m3.png
Drawn at 1 px/um. Cells faint in the background.
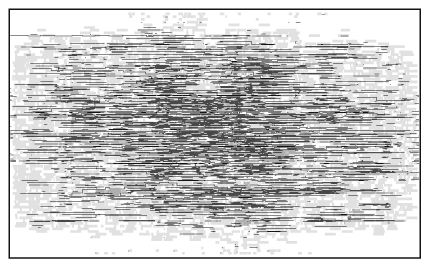
route_heat.png
Drawn at 1 px/um. The die is cut into 20 by 12 equal tiles; dark blue is low, red is high, scaled to the fullest tile. Values are wire area over tile area, all layers added.
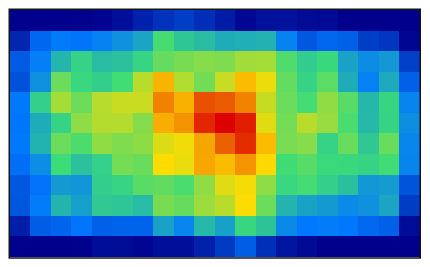
placed.png
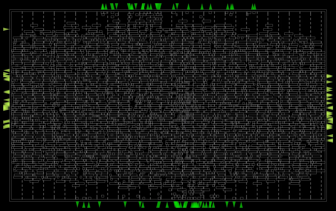
port_trees.png
Drawn at 1.5 px/um.
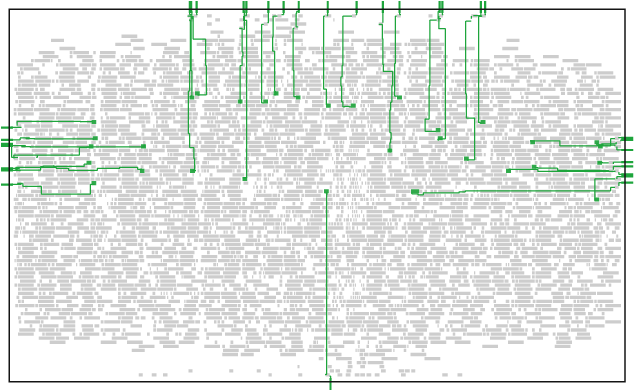
### src/rtl/register_file.sv
// register_file: 2^ADDR_W x WIDTH GPR array, r0 hardwired to zero.
// Two combinational read ports, one synchronous write port, no bypass.
module register_file #(
  parameter int WIDTH  = 32,
  parameter int ADDR_W = 5
) (
  input  logic              clk,
  input  logic              reset,
  input  logic [ADDR_W-1:0] a1,
  input  logic [ADDR_W-1:0] a2,
  input  logic [ADDR_W-1:0] a3,
  input  logic              we3,
  input  logic [WIDTH-1:0]  wd3,
  output logic [WIDTH-1:0]  rd1,
  output logic [WIDTH-1:0]  rd2
);

  localparam int NREG = 1 << ADDR_W;

  logic [WIDTH-1:0] mem [NREG];

  always_ff @(posedge clk) begin
    if (reset) begin
      for (int i = 0; i < NREG; i++) begin
        mem[i] <= '0;
      end
    end else begin
      assert (!$isunknown({we3, a3}));
      // writes to r0 are dropped so mem[0] stays at its reset value
      if (we3 && (a3 != '0)) begin
        mem[a3] <= wd3;
      end
    end
  end

  // Read straight from the array: the old value is seen during a write.
  assign rd1 = (reset || (a1 == '0)) ? '0 : mem[a1];
  assign rd2 = (reset || (a2 == '0)) ? '0 : mem[a2];

endmodule

### config.mk
export PLATFORM = sky130hd
export DESIGN_NAME = register_file
export DESIGN_NICKNAME = d
export VERILOG_FILES = /design/src/rtl/register_file.sv
export SDC_FILE = /design/constraint.sdc
export NUM_CORES = 2
export LEC_CHECK = 0
export CORE_ASPECT_RATIO = 0.6
export CORE_MARGIN = 2
export CORE_UTILIZATION = 55
export DETAILED_ROUTE_END_ITERATION = 8
export GPL_ROUTABILITY_DRIVEN = 0
export GPL_TIMING_DRIVEN = 0
export PLACE_DENSITY = 0.77
export SETUP_SLACK_MARGIN = 0.2
export SLEW_MARGIN = 10
export SYNTH_ARGS = -nofsm -noshare
export SYNTH_HDL_FRONTEND = slang
export SYNTH_SLANG_ARGS = --single-unit
### constraint.sdc
create_clock -name clk -period 5.2 [get_ports clk]
set_clock_uncertainty 0.05 [all_clocks]
set_input_delay 0.78 -clock clk [delete_from_list [all_inputs] [get_ports clk]]
set_output_delay 0.78 -clock clk [all_outputs]
set_load 0.05 [all_outputs]
==> Changelog: implementation <==
### Changed

- Layout fillers: 7206
- Setup TNS: 0 ns
- Die H: 247 um
- Fin nets: 3778
- Distinct lib cells used: 42
- Yosys Chip Area: 54300 sq um
- CTS max path bufs: 3
- Area Growth Syn to Fin: 11.3%
- H-tree depth: 3
- First-pass DRT Iterations: 7
- P_leak: 21.0 nW
- First-pass GRT wire length: 268 mm
- Final setup vio count: 0
- Fmax: 0.194 GHz
- Largest reg by FF count: mem
- Slowest stage delay, CP: 0.67 ns
- Gr ovfl total: 0
- Status: complete, no violations
- Fin. Hold Viols: 0
- TritonCTS clock tree: done
- Die Wd: 410 um
- Mapped Avg Cell Area: 15.6 sq um
- Hold wc startpoint: wd3[5]
- Tool warning count: 28
- Post-route cell area: 60400 sq um
- Largest vdd supply drop: 261 uV
- RSZ-0062 raised after global routing: true
- TritonCTS Buffers: 94
- Netlist Area Pre-Place: 54300 sq um
- Area after DPL: 57200 sq um
- Main synth FF type: edfxtp_1
- Critical path's slowest cell: clkdlybuf4s50_1
- Area leader, netlist: edfxtp_1
- Max FFs per register: 1024
About m3.png:
The longest straight run is 157 um. The wires run mostly horizontal.
grt met3 use: 18.4%
Vias: 37.2k
final wirelength: 195 mm

About route_heat.png:
The densest ninth of the die: middle. 37% of the tiles are over half the peak. The fullest tile reaches 0.90.
Tot GR Track Use: 38.4%
Avg WL per Cell: 37.9 um

About placed.png:
Seq/total area: 50.9%
Seq Cell Count: 1024
number of cell rows: 89

About port_trees.png:
Key: green = rd1 [bits 32, direction output, end cells 32, buffers 32, wire 2410 um]
Top-Level Pins: 114
PortBufs: 108

## path summary, 6_finish.rpt
kind / depth (start not counted) / slack (ns) / endpoint
max: 8 / 0.05 / rd1[16]
min: 2 / 0.75 / mem[5][5]
## worst max-delay path, delay by kind of cell
kind	cells	cell delay, ns
buffers and inverters	5	2.44
AOI/OAI and AO/OA	2	0.59
muxes	1	0.48
## cells in the mapped netlist, types with 6 or more instances
cell type	number
a22o_1	49
and2_1	994
edfxtp_1	1024
buf_2	69
mux2i_1	245
o22a_1	32
nor2b_1	9
nor2_1	37
a2111oi_2	11
nor3_1	27
a221o_1	6
buf_1	10
or2_2	31
nand3b_1	6
a211oi_1	28
nand2_1	8
buf_6	11
a2111oi_1	13
mux4_2	458
mux2_2	8
o22ai_1	25
clkbuf_1	277
buf_4	14
a21oi_1	6
o221ai_1	57
## kinds of logic (layout without fill, tap and decap cells)
group / after synthesis / in the layout / share of synthesized area, %
compound gates: 242 / 242 / 3.83
other cells: 1 / 42 / 0.00691
mux: 711 / 711 / 23.7
buf+inv: 381 / 665 / 3.04
flops: 1024 / 1024 / 56.7
simple gates: 1129 / 1129 / 12.8
## power by group
part	switching, mW	leakage, nW	internal [mW]
Sequential	0.252	9.75	9.54
Combinational	1.67	9.87	1.01
Clock	3.29	1.41	3.70
Total	5.21	21.0	14.2
## repair_timing
item / CTS / global route
buffers inserted: 3 / 0
pin swaps: 1 / 0
setup endpoints to repair: 64 / 29
resized: 158 / 34
## routing by layer
| layer | part of all wire (%) | global-route usage, % | routed length (um) | vias up |
|---|---|---|---|---|
| met2 | 39 | 50.9 | 76700 | 4051 |
| met1 | 36 | 52.9 | 69900 | 18500 |
| met3 | 19 | 18.4 | 36200 | 646 |
| li1 | - | - | - | 14000 |
| met4 | 6.1 | 19.1 | 11900 | 7 |
| met5 | 0.046 | 0.559 | 89 | - |
## layout by cell type, fill, tap and decap left out, drive strengths merged, types with 31 or more instances in the layout
cell | synthesis | routed
o22a | 32 | 32
or2 | 31 | 31
a22o | 49 | 49
mux2i | 245 | 245
edfxtp | 1024 | 1024
o221ai | 57 | 57
nor2 | 37 | 37
mux4 | 458 | 458
and2 | 994 | 994
clkbuf | 277 | 391
conb | 1 | 32
clkdlybuf4s50 | 0 | 49
clkinv | 0 | 40
buf | 104 | 104
dlygate4sd2 | 0 | 45
## area by class of cell
type                       count  area, sq um  area share (%)
antenna                       10         25.0          0.0414
clock inverter                58          464           0.769
timing repair buffer         113         1100            1.82
tap                         1319         1650            2.73
clock buffer                 113         2440            4.05
multi-input combinational   2114        22200            36.7
sequential                  1024        30700            50.9
buffer                       381         1790            2.97
## stage by stage
stage | setup WS [ns] | instances | power, mW
3_3_place_gp | -1.17 | 4946 | 12.5
6_report | 0.0503 | 5132 | 19.5
2_1_floorplan | 0.855 | 3519 | 11.5
5_1_grt | 0.162 | 5124 | 19.7
4_1_cts | 0.0168 | 5121 | 19.2
3_5_place_dp | -1.06 | 4947 | 12.5
Power and IR drop assume default switching activity.
